===== src/rtl/microwave_btn_event.sv =====
// Front-panel button event generator: slow sampling tick plus per-button
// press / release / long-press / auto-repeat pulses from debounced levels.
module microwave_btn_event #(
    parameter int N_BTN        = 4,
    parameter int TICK_DIV     = 25_000_000,
    parameter int LONG_TICKS   = 8,
    parameter int REPEAT_TICKS = 2
) (
    input  logic             clk,
    input  logic             reset,
    input  logic [N_BTN-1:0] btn_db,
    output logic             tick_4hz,
    output logic [N_BTN-1:0] press_pulse,
    output logic [N_BTN-1:0] release_pulse,
    output logic [N_BTN-1:0] long_pulse,
    output logic [N_BTN-1:0] repeat_pulse,
    output logic [N_BTN-1:0] btn_long
);

    localparam int TW   = (TICK_DIV > 1) ? $clog2(TICK_DIV) : 1;
    localparam int MAXT = (LONG_TICKS > REPEAT_TICKS) ? LONG_TICKS : REPEAT_TICKS;
    localparam int HW   = $clog2(MAXT) + 1;

    typedef enum logic [1:0] {
        IDLE  = 2'd0,
        PRESS = 2'd1,
        LONG  = 2'd2
    } state_t;

    logic [TW-1:0]    tick_cnt_reg;
    logic             tick_reg;
    logic [N_BTN-1:0] btn_prev_reg;
    logic [N_BTN-1:0] rise;
    logic [N_BTN-1:0] fall;

    always_ff @(posedge clk) begin
        if (reset) begin
            tick_cnt_reg <= '0;
            tick_reg     <= 1'b0;
            btn_prev_reg <= '0;
        end else begin
            tick_reg     <= (tick_cnt_reg == TW'(TICK_DIV - 1));
            if (tick_cnt_reg == TW'(TICK_DIV - 1))
                tick_cnt_reg <= '0;
            else
                tick_cnt_reg <= tick_cnt_reg + TW'(1);
            btn_prev_reg <= btn_db;
        end
    end

    assign tick_4hz = tick_reg;
    assign rise     = btn_db & ~btn_prev_reg;
    assign fall     = ~btn_db & btn_prev_reg;

    generate
        for (genvar gi = 0; gi < N_BTN; gi++) begin : g_btn
            state_t        state_reg, state_next;
            logic [HW-1:0] hold_reg, hold_next;
            logic          press_reg, press_next;
            logic          rel_reg, rel_next;
            logic          lng_reg, lng_next;
            logic          rpt_reg, rpt_next;

            always_ff @(posedge clk) begin
                if (reset) begin
                    state_reg <= IDLE;
                    hold_reg  <= '0;
                    press_reg <= 1'b0;
                    rel_reg   <= 1'b0;
                    lng_reg   <= 1'b0;
                    rpt_reg   <= 1'b0;
                end else begin
                    state_reg <= state_next;
                    hold_reg  <= hold_next;
                    press_reg <= press_next;
                    rel_reg   <= rel_next;
                    lng_reg   <= lng_next;
                    rpt_reg   <= rpt_next;
                end
            end

            // A fall always beats a coincident tick, so a release never
            // carries a long or repeat event with it.
            always_comb begin
                state_next = state_reg;
                hold_next  = hold_reg;
                press_next = 1'b0;
                rel_next   = 1'b0;
                lng_next   = 1'b0;
                rpt_next   = 1'b0;
                case (state_reg)
                    IDLE: begin
                        if (rise[gi]) begin
                            state_next = PRESS;
                            press_next = 1'b1;
                            hold_next  = '0;
                        end
                    end
                    PRESS: begin
                        if (fall[gi]) begin
                            state_next = IDLE;
                            rel_next   = 1'b1;
                        end else if (tick_reg) begin
                            if (hold_reg == HW'(LONG_TICKS - 1)) begin
                                state_next = LONG;
                                lng_next   = 1'b1;
                                hold_next  = '0;
                            end else begin
                                hold_next = hold_reg + HW'(1);
                            end
                        end
                    end
                    LONG: begin
                        if (fall[gi]) begin
                            state_next = IDLE;
                            rel_next   = 1'b1;
                        end else if (tick_reg) begin
                            if (hold_reg == HW'(REPEAT_TICKS - 1)) begin
                                rpt_next  = 1'b1;
                                hold_next = '0;
                            end else begin
                                hold_next = hold_reg + HW'(1);
                            end
                        end
                    end
                    default: begin
                        state_next = IDLE;
                        hold_next  = '0;
                    end
                endcase
            end

            assign press_pulse[gi]   = press_reg;
            assign release_pulse[gi] = rel_reg;
            assign long_pulse[gi]    = lng_reg;
            assign repeat_pulse[gi]  = rpt_reg;
            assign btn_long[gi]      = (state_reg == LONG);
        end
    endgenerate

endmodule


===== config.mk =====
export PLATFORM = sky130hd
export DESIGN_NAME = microwave_btn_event
export DESIGN_NICKNAME = d
export VERILOG_FILES = /design/src/rtl/microwave_btn_event.sv
export SDC_FILE = /design/constraint.sdc
export NUM_CORES = 1
export LEC_CHECK = 0
export ABC_AREA = 1
export CORE_MARGIN = 4
export CORE_UTILIZATION = 45
export CTS_CLUSTER_SIZE = 8
export DETAILED_ROUTE_END_ITERATION = 10
export PLACE_DENSITY = 0.71
export RECOVER_POWER = 100
export SYNTH_ARGS = -nofsm -noshare
export SYNTH_HDL_FRONTEND = slang
export SYNTH_SLANG_ARGS = --single-unit

===== constraint.sdc =====
create_clock -name clk -period 1.9 [get_ports clk]
set_input_delay 0.38 -clock clk [delete_from_list [all_inputs] [get_ports clk]]
set_output_delay 0.38 -clock clk [all_outputs]
set_load 0.02 [all_outputs]

**Cell sizes after repair**

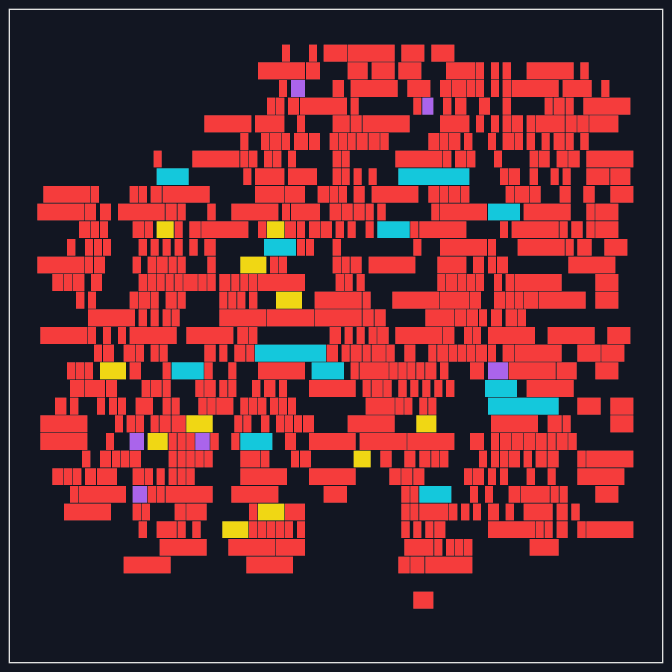
legend:
  _2 cells:
    color: purple
    cells: 6
    share: 1.0%
  _3 and _4 cells:
    color: yellow
    cells: 11
    share: 1.8%
    most_used: nor2_4
  _6 and larger:
    color: cyan
    cells: 12
    share: 2.0%
    most_used: clkbuf_8
  _0 and _1 cells:
    color: red
    cells: 566
    share: 95%
    most_used: nand2_1
min setup slack post-route: 149 ps
post-route cell area: 0.00433 mm2
layout overhead on the synthesized area: 12.3%
number of buffers outside the clock class in the layout: 29

**Routed metal, one color a layer**

Two of the layers only.
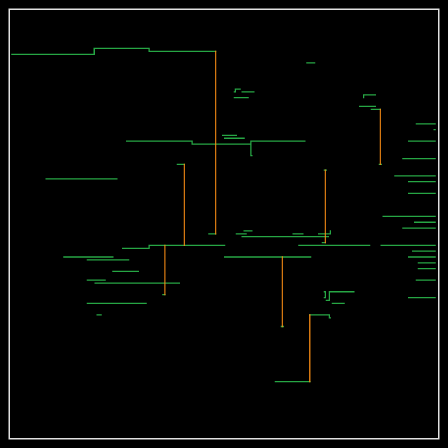
legend:
  metal 3:
    color: green
    wire_length: 436 um
  metal 4:
    color: orange
    wire_length: 135 um
vias after detailed routing: 3472
Avg WL per Cell: 11.1 um

==> Flow_metrics.wiki <==
== Flow metrics ==
{| class="wikitable"
! Metric !! Value
|-
| Outcome || finished, final reports clean
|-
| Core outline area || 0.00826 mm2
|-
| Final cell count without fillers || around 700
|-
| Number of warnings in the stage logs || 38
|-
| Total of max-cap violations || 0
|-
| Synthesized-area fraction occupied by and/or/nand/nor cells || 33.2%
|-
| Post-layout power || 4.96 mW
|-
| Via count of the first global-routing pass || 3206
|-
| Post-layout net count || ~620
|-
| Clkbuf count || 9
|-
| Clock distribution power || roughly 1.5 mW
|-
| Most heavily used metal layer in global routing || met2
|-
| Final setup viols || 0
|-
| Largest power group || combinational logic
|-
| Number of clock sinks || roughly 70
|-
| Hold WS || around 450 ps
|-
| M3 GR Usage || roughly 4.5%
|-
| Antenna violations before repair || 0
|-
| Worst hold path class || flip-flop to flip-flop
|-
| Depth of the CTS H-tree || 3
|-
| Placed cells || about 680
|-
| Transition time at the pin with the least slew margin || 578 ps
|-
| Total internal power || between 3 and 4 mW
|-
| Chip width || about 100 um
|-
| Normalized max-slew margin || between 60% and 70%
|-
| Fraction of synthesized area in multiplexers || 0%
|-
| Count of inserted antenna diode cells || 0
|-
| Number of design-rule violations left by the first detailed-router iteration || 143
|-
| Max-slew violation count || 0
|-
| YS chip area || 0.00385 mm2
|-
| Clock tree from TritonCTS || built
|-
| Switching power summed over all nets || 1.88 mW
|-
| Share of synthesized area occupied by flip-flops and latches || ~36%
|-
| Number of stages on the worst hold path || 1
|-
| R2R Path End || g_btn[1].hold_reg[1]
|-
| Number of signal-net inverters in the final layout || slightly above 90
|-
| Reg clk slew, reported paths || ~80 ps
|-
| Beginning of the critical path || g_btn[2].state_reg[0]
|-
| Slowest-stage cell, CP || dfxtp_1
|-
| Met2 GRT Util || ~28%
|-
| Net count after synthesis || between 500 and 600
|-
| Avg Synthesized Cell Area || between 6 and 7 um2
|-
| Largest class || logic gates
|-
| Largest net degree at the start of global routing || 26
|-
| Cell area leaders || dfxtp_1, nand2_1, inv_1
|-
| Dominant Register Cell || dfxtp_1
|-
| Fraction of area in registers || 32.4%
|-
| Post_cts resized || 4
|-
| Yosys top cell area share || 36.4%
|-
| Number of detailed-route iterations in the first pass || 5
|-
| Category of the most critical setup path || flip-flop to output port
|-
| Switch share || a little under two fifths
|-
| FF/Latch Area || ~0.0014 mm2
|-
| Worst path bufs/invs || 2
|-
| Synth Instances || approximately 570
|-
| Dominant logic cell types in the final layout || nand2_1, inv_1, nor2_1, dfxtp_1, nand3_1
|-
| Total CTS buffers || 9
|-
| Number of enable flip-flop cells || 0
|-
| Via count normalized by instance count || about 5
|-
| LEAKAGE || 1.81 nW
|-
| HPWL reported at the end of detailed placement || between 5 and 6 mm
|-
| Die y size || approximately 100 um
|-
| Commonest cells in the netlist || nand2_1, inv_1, dfxtp_1, nor2_1, nand3_1
|-
| Multi-input gates || approximately 390
|-
| Number of setup buffers added after CTS || 0
|-
| Highest Signal Layer || met4
|-
| Number of buffers on the longest clock path || 2
|-
| Combinational gate area || around 0.0019 mm2
|-
| Proportion of power drawn by flip-flops and latches || about a third
|-
| Top-level port count || 27
|-
| # rows || 33
|-
| Final Hold Violation Tally || 0
|-
| Starting utilization of the core area || a little under half
|-
| Largest delay share family, worst path || buffers and inverters
|-
| Crit-path max cell delay || 370 ps
|-
| Critical Path Source Type || flip-flop
|-
| Fraction of the core area covered by cells at the end of the flow || between 50% and 60%
|-
| Netlist area before placement || between 0.003 and 0.004 mm2
|-
| Worst Path Required || roughly 1500 ps
|-
| Count of sequential standard cells || 70
|-
| Global-route total usage across every layer || 16.2%
|-
| Placer's final routability congestion estimate || around 0.89
|-
| Die area || roughly 0.010 mm2
|-
| RSZ-0062 raised after global routing || no
|-
| Cell type contributing the most total cell area after synthesis || dfxtp_1
|-
| Area post-placement || slightly above 0.004 mm2
|-
| Final wirelength || just under 8 mm
|-
| Maximum resistive drop on vdd || between 0.5 and 0.6 mV
|-
| Grt total ovfl || 0
|-
| Clock power frac || 29.6%
|-
| Highest Clock Rate || 571 MHz
|-
| Setup slack after placement || about 62 ps
|-
| Combinational cell fraction of total power || 36.1%
|-
| Insertion delay to the later sink of the worst-skew pair || roughly 340 ps
|-
| Largest fanout on the critical path || 3
|-
| Critical-path cell list || inv_1, ha_1, dlygate4sd2_1
|-
| Synthesized-area fraction occupied by xor and xnor cells || between 1.5 and 2%
|-
| Worst setup EP type || output port
|-
| Warnings, synthesis || 0
|-
| Signal buffers share of area || under 10%
|-
| Length of routed met2 wiring || between 3 and 4 mm
|-
| First-pass GRT wire length || 13.3 mm
|-
| Share of synthesized cell area in full adder, half adder and majority cells || between 6 and 7%
|-
| Power attributed to combinational cells || 1.79 mW
|-
| Main kind of combinational logic by area || simple AND/OR/NAND/NOR gates
|-
| Antenna-violating nets left || 0
|-
| Tapcell count || ~110
|-
| Endpoint of the most critical setup path || btn_long[2]
|-
| FF+latch count, synth || ~70
|}
**Gate families picked out**

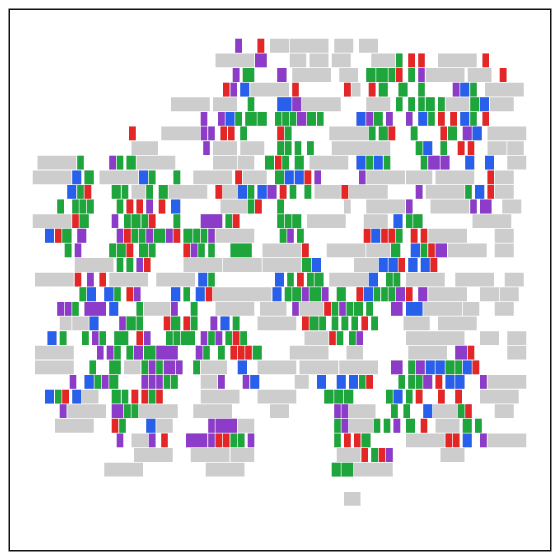
legend:
  aoi and oai cells:
    color: blue
    cells: 63
  nand cells:
    color: green
    cells: 199
  inv cells:
    color: red
    cells: 93
    where: spread over the die
  nor cells:
    color: purple
    cells: 96
most common logic cell in the routed design: nand2_1
fraction of area in multi-input gates: 44.5%

No activity file was given, so power comes from the tool's default toggle rates.
